--- src/rtl/opb_snap_pkg.sv ---
// Shared constants and types for the OPB snapshot bank: register word offsets,
// CTRL/STATUS bit positions and the one-shot capture state encoding.
package opb_snap_pkg;

    localparam int unsigned MAX_CH = 16;

    localparam int unsigned WORD_CTRL   = 0;
    localparam int unsigned WORD_STATUS = 1;
    localparam int unsigned WORD_CAPCNT = 2;
    localparam int unsigned WORD_CH0    = 4;

    localparam int unsigned CTRL_ARM   = 0;
    localparam int unsigned CTRL_CLEAR = 1;
    localparam int unsigned CTRL_CONT  = 2;

    // Byte lane carrying data bits 7:0 (OPB_BE[3] after numeric renumbering)
    localparam int unsigned BE_CTRL_LANE = 0;

    typedef enum logic [1:0] {
        S_IDLE,
        S_ARMED,
        S_READY
    } snap_state_t;

endpackage

--- src/rtl/opb_snap_slave_if.sv ---
// OPB slave front end: window decode, single-cycle ack, registered read data,
// and a write strobe issued in the ack cycle with the captured address/data.
module opb_snap_slave_if #(
    parameter int unsigned             AWIDTH   = 32,
    parameter logic [AWIDTH-1:0]       BASEADDR = 32'h01000700,
    parameter logic [AWIDTH-1:0]       HIGHADDR = 32'h010007FF
) (
    input  logic              clk,
    input  logic              rst_n,
    input  logic [AWIDTH-1:0] abus,
    input  logic [3:0]        be,
    input  logic [31:0]       dbus,
    input  logic              rnw,
    input  logic              select,
    input  logic [31:0]       rd_data,
    output logic              rd_en,
    output logic [AWIDTH-3:0] rd_word,
    output logic              wr_en,
    output logic [AWIDTH-3:0] wr_word,
    output logic [31:0]       wr_data,
    output logic [3:0]        wr_be,
    output logic [31:0]       sl_dbus,
    output logic              xfer_ack
);

    logic              ack_q;
    logic              rnw_q;
    logic [31:0]       rd_q;
    logic [AWIDTH-1:0] ofs;
    logic              hit;
    logic              req;

    assign hit     = select && (abus >= BASEADDR) && (abus <= HIGHADDR);
    // A request still held in its own ack cycle must not be acknowledged twice
    assign req     = hit && !ack_q;
    assign ofs     = abus - BASEADDR;
    assign rd_word = ofs[AWIDTH-1:2];
    assign rd_en   = req && rnw;

    always_ff @(posedge clk) begin
        if (!rst_n) begin
            ack_q   <= 1'b0;
            rnw_q   <= 1'b0;
            wr_word <= '0;
            wr_data <= '0;
            wr_be   <= '0;
            rd_q    <= '0;
        end else begin
            ack_q <= req;
            rd_q  <= rd_en ? rd_data : '0;
            if (req) begin
                rnw_q   <= rnw;
                wr_word <= rd_word;
                wr_data <= dbus;
                wr_be   <= be;
            end
        end
    end

    assign wr_en    = ack_q && !rnw_q;
    assign xfer_ack = ack_q;
    assign sl_dbus  = ack_q ? rd_q : '0;

endmodule

--- src/rtl/opb_snapshot_bank_simulink2ppc.sv ---
// Coherent multi-channel snapshot bank on OPB with continuous and armed one-shot capture.
// Optional 32-bit capture counter at 0x08 when SNAP_CAPCOUNT_EN is defined.
module opb_snapshot_bank_simulink2ppc
    import opb_snap_pkg::*;
#(
    parameter logic [31:0] C_BASEADDR   = 32'h01000700,
    parameter logic [31:0] C_HIGHADDR   = 32'h010007FF,
    parameter int unsigned C_OPB_AWIDTH = 32,
    parameter int unsigned C_OPB_DWIDTH = 32,
    parameter int unsigned C_NUM_CH     = 4,
    parameter string       C_FAMILY     = "virtex5"
) (
    input  logic                     OPB_Clk,
    input  logic                     OPB_Rst,
    input  logic [0:C_OPB_AWIDTH-1]  OPB_ABus,
    input  logic [0:3]               OPB_BE,
    input  logic [0:C_OPB_DWIDTH-1]  OPB_DBus,
    input  logic                     OPB_RNW,
    input  logic                     OPB_select,
    input  logic                     OPB_seqAddr,
    output logic [0:C_OPB_DWIDTH-1]  Sl_DBus,
    output logic                     Sl_xferAck,
    output logic                     Sl_errAck,
    output logic                     Sl_retry,
    output logic                     Sl_toutSup,
    input  logic [C_NUM_CH*32-1:0]   user_data_in,
    input  logic                     user_valid,
    output logic                     snap_ready
);

    localparam int unsigned WW = C_OPB_AWIDTH - 2;

    logic          rd_en;
    logic [WW-1:0] rd_word;
    logic          wr_en;
    logic [WW-1:0] wr_word;
    logic [31:0]   wr_data;
    logic [3:0]    wr_be;
    logic [31:0]   rd_mux;
    logic [31:0]   sl_dbus;

    snap_state_t   state;
    logic          cont;
    logic          ready;
    logic [7:0]    overrun;
    logic [31:0]   ch_q [C_NUM_CH];

    logic ctrl_wr, do_clear, do_arm, cont_next, capture, ovr_hit;
    logic unused_bits;

    opb_snap_slave_if #(
        .AWIDTH   (C_OPB_AWIDTH),
        .BASEADDR (C_BASEADDR),
        .HIGHADDR (C_HIGHADDR)
    ) u_if (
        .clk      (OPB_Clk),
        .rst_n    (OPB_Rst),
        .abus     (OPB_ABus),
        .be       (OPB_BE),
        .dbus     (OPB_DBus),
        .rnw      (OPB_RNW),
        .select   (OPB_select),
        .rd_data  (rd_mux),
        .rd_en    (rd_en),
        .rd_word  (rd_word),
        .wr_en    (wr_en),
        .wr_word  (wr_word),
        .wr_data  (wr_data),
        .wr_be    (wr_be),
        .sl_dbus  (sl_dbus),
        .xfer_ack (Sl_xferAck)
    );

    assign Sl_DBus    = sl_dbus;
    assign Sl_errAck  = 1'b0;
    assign Sl_retry   = 1'b0;
    assign Sl_toutSup = 1'b0;
    assign snap_ready = ready;

    assign unused_bits = ^{OPB_seqAddr, wr_data[31:3], wr_be[3:1]};

    // Arm only counts when the same write leaves continuous mode off; clear overrides arm.
    assign ctrl_wr   = wr_en && (wr_word == WW'(WORD_CTRL)) && wr_be[BE_CTRL_LANE];
    assign do_clear  = ctrl_wr && wr_data[CTRL_CLEAR];
    assign do_arm    = ctrl_wr && wr_data[CTRL_ARM] && !wr_data[CTRL_CLEAR] && !wr_data[CTRL_CONT];
    assign cont_next = ctrl_wr ? wr_data[CTRL_CONT] : cont;
    assign capture   = user_valid && !do_clear && !do_arm && (cont || (state == S_ARMED));
    assign ovr_hit   = user_valid && ready && !cont && !do_clear && !do_arm;

`ifdef SNAP_CAPCOUNT_EN
    logic [31:0] capcnt;

    always_ff @(posedge OPB_Clk) begin
        if (!OPB_Rst || do_clear) begin
            capcnt <= '0;
        end else if (capture) begin
            capcnt <= capcnt + 32'd1;
        end
    end
`else
    logic [31:0] capcnt;
    assign capcnt = '0;
`endif

    always_comb begin
        rd_mux = '0;
        if (rd_en) begin
            if (rd_word == WW'(WORD_CTRL)) begin
                rd_mux = {29'h0, cont, 2'b00};
            end else if (rd_word == WW'(WORD_STATUS)) begin
                rd_mux = {16'h0, overrun, 6'h0, state == S_ARMED, ready};
            end else if (rd_word == WW'(WORD_CAPCNT)) begin
                rd_mux = capcnt;
            end
            for (int unsigned i = 0; i < C_NUM_CH; i++) begin
                if (rd_word == WW'(WORD_CH0 + i)) begin
                    rd_mux = ch_q[i];
                end
            end
        end
    end

    always_ff @(posedge OPB_Clk) begin
        if (!OPB_Rst) begin
            state   <= S_IDLE;
            cont    <= 1'b1;
            ready   <= 1'b0;
            overrun <= '0;
            for (int unsigned i = 0; i < C_NUM_CH; i++) begin
                ch_q[i] <= '0;
            end
        end else begin
            cont <= cont_next;

            if (cont_next || do_clear) begin
                state <= S_IDLE;
            end else if (do_arm) begin
                state <= S_ARMED;
            end else if (capture) begin
                state <= S_READY;
            end

            if (do_clear || do_arm) begin
                ready <= 1'b0;
            end else if (capture) begin
                ready <= 1'b1;
            end

            if (do_clear || do_arm) begin
                overrun <= '0;
            end else if (ovr_hit && (overrun != 8'hFF)) begin
                overrun <= overrun + 8'd1;
            end

            if (capture) begin
                for (int unsigned i = 0; i < C_NUM_CH; i++) begin
                    ch_q[i] <= user_data_in[32*i +: 32];
                end
            end
        end
    end

endmodule

--- config.mk ---
export PLATFORM = sky130hd
export DESIGN_NAME = opb_snapshot_bank_simulink2ppc
export DESIGN_NICKNAME = d
export VERILOG_FILES = /design/src/rtl/opb_snap_pkg.sv /design/src/rtl/opb_snap_slave_if.sv /design/src/rtl/opb_snapshot_bank_simulink2ppc.sv
export SDC_FILE = /design/constraint.sdc
export NUM_CORES = 1
export LEC_CHECK = 0
export CORE_UTILIZATION = 45
export CTS_CLUSTER_DIAMETER = 30
export DETAILED_ROUTE_END_ITERATION = 16
export PLACE_DENSITY = 0.72
export SYNTH_ARGS = -nofsm -noshare
export SYNTH_HDL_FRONTEND = slang
export SYNTH_HIERARCHICAL = 1
export SYNTH_SLANG_ARGS = --single-unit
--- constraint.sdc ---
create_clock -name OPB_Clk -period 18 [get_ports OPB_Clk]
set_input_delay 4.5 -clock OPB_Clk [delete_from_list [all_inputs] [get_ports OPB_Clk]]
set_output_delay 4.5 -clock OPB_Clk [all_outputs]
set_load 0.01 [all_outputs]
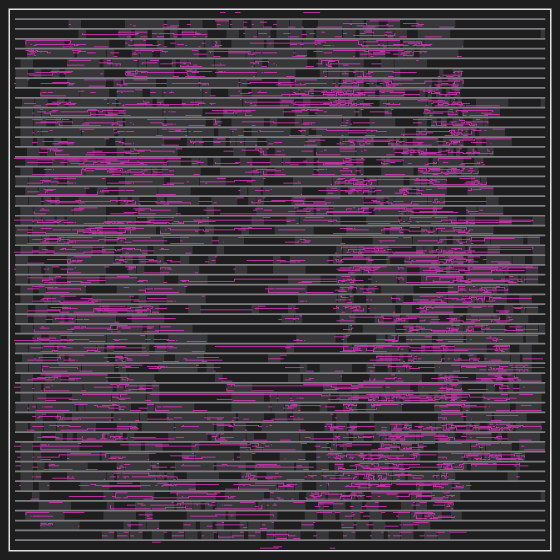
m1.png
Supply wires on this layer in gray.
1083 nets have wire on it. The layer carries 9080 um of wire. The layer holds 42% of the routed length. The longest straight run is 47.4 um.
Total Wirelength: 21800 um
via count: 6803
GR Layer Usage met1: 0.2311

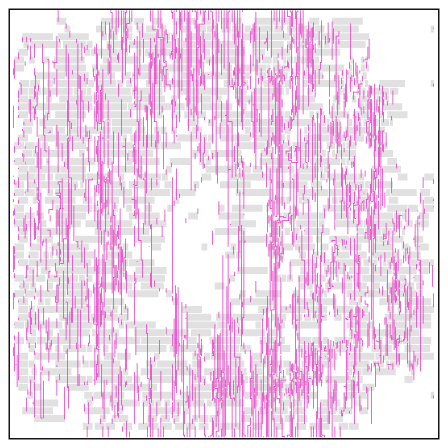
m2.png
995 nets have wire on it. The longest straight run is 57.3 um. The layer holds 50% of the routed length. The wires run mostly vertical. The layer carries 10900 um of wire.
met2 usage: 0.3426

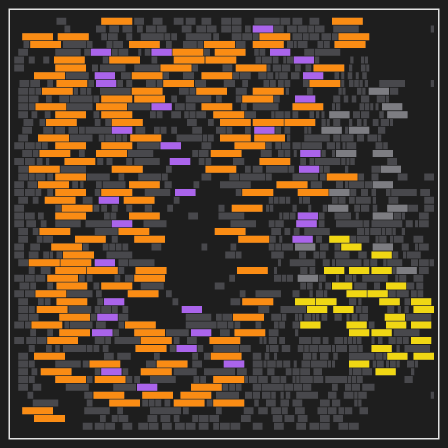
ff_map.png
Other sequential cells in the stronger gray, the rest of the logic in the fainter gray.
`ch_q`: marked orange, sequential cells 128. `u_if/wr_word`: marked yellow, sequential cells 30. `u_if/rd_q`: marked purple, sequential cells 32.
Another 18 sequential cells are not colored.
Reg area: 5445 um^2
final core utilization: 0.6329
Seq area share: 0.4067
Seq. pwr: 535 uW

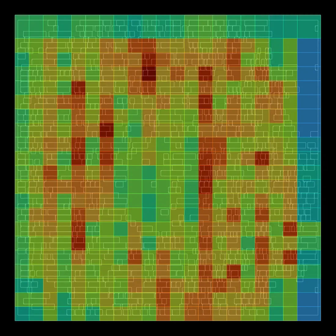
congestion_map.png
routing usage on met3: 0.05030
busiest grt layer: met2
Routed wire per std cell: 16.28 um
total track usage: 0.1967

## through the flow
stage          instances  hold slack (ps)  power (mW)  setup slack [ps]
6_report            1339            447.5       1.454              9510
5_1_grt             1338            472.8       1.501              9334
4_1_cts             1338            448.0       1.470              9583
3_5_place_dp        1254            444.2      0.6361              9062
3_3_place_gp        1254            438.6      0.6336              9090
2_1_floorplan        831            426.1      0.5936              3629
## area by class of cell
| class | instances | share of cell area |
|---|---|---|
| Sequential cell | 208 | 0.4067 |
| Multi-Input combinational cell | 540 | 0.2912 |
| Timing Repair Buffer | 209 | 0.1538 |
| Clock buffer | 53 | 0.09019 |
| Clock inverter | 31 | 0.02598 |
| Tap cell | 275 | 0.02570 |
| Inverter | 22 | 0.006168 |
| Antenna cell | 1 | 0.0001869 |
==> flow_metrics.py <==
# Flow results
metrics = {
    "outcome": {
        "status": "finished, final reports clean",
    },
    "synthesis": {
        "ys_warn_count": 6,
        "syn_inst": 829,
    },
    "min_path": {
        "hp-class": "reg -> reg",
        "min_path_cells": 2,
        "min-delay-start": "u_if/wr_word[3]$_SDFFE_PN0P_",
    },
    "drt": {
        "drtPass1Iterations": 4,
        "dr_wl_met3_um": 1304,
        "wl_met2_um": 10940,
        "drt-met1-wl_um": 9075,
    },
    "clock_network": {
        "cts_buffers": 45,
        "path_clk_slew_ps": 40,
        "cts_sinks": 208,
        "clockBufferDepth": 3,
        "cts-root-buf": "clkbuf_16",
        "cts_resized": 0,
        "clk_latency_ps": 520,
    },
    "pwr": {
        "sequentialPowerShare": 0.368,
        "clkPwrFrac": 0.569,
        "p_sw_uw": 303.2,
        "power-top-group": "clock",
        "power_frac_comb": 0.063,
        "powerDensity_nw_per_um2": 108.6,
        "power.internal_mw": 1.151,
    },
    "setup_path": {
        "cp_num_buf_inv": 1,
        "cp.arrival_ps": 8900,
        "regToRegSetupSlack_ps": 14830,
        "reg2reg_from": "u_if/xfer_ack$_SDFF_PN0_",
        "max_stage_delay_ps": 690,
        "path_max_fanout": 14,
        "r2r-end": "ch_q[3][2]$_SDFFCE_PN0P_",
        "path_class": "in -> reg",
        "path_depth": 11,
        "critical_path.endpoint": "u_if/rd_q[10]$_SDFF_PN0_",
        "reg2reg_depth": 8,
        "worst_path_most_repeated_cell": "or4_1",
        "cp.required_ps": 18410,
    },
    "die": {
        "floorplan.io_pins": 239,
        "num_rows": 53,
        "dieWidth_um": 149.4,
    },
    "sta": {
        "fin_crit_sh": 0.4717,
        "setup_viol": 0,
        "worst_pin_slew_ps": 1090,
        "setup_tns_ps": 0,
        "timing.slew.headroom": 0.2730,
        "slew_viol_final": 0,
    },
    "layout": {
        "final_area_um2": 13390,
        "layout-drive-gt1-share": 0.1364,
        "final_cell_mix": "198 x clkdlybuf4s50_1, 195 x and2_1, 128 x edfxtp_1",
        "comb_area_um2": 3899,
        "largest_register_ffs": 128,
        "top_regs": "ch_q: 128 flops, u_if/rd_q: 32 flops, u_if/wr_word: 30 flops",
    },
    "place": {
        "dpl.hpwl_um": 14070,
        "placed_cell_area_um2": 11830,
        "gp_congestion": 0.8061,
        "port_buffers": 200,
    },
    "global_routing": {
        "grt_max_degree": 129,
        "grt_pass1_wl_um": 33750,
        "overflow": 0,
        "antenna_found_initial": 1,
        "grt_pass1_vias": 6667,
    },
}
Power is estimated from default activity; no workload was simulated.
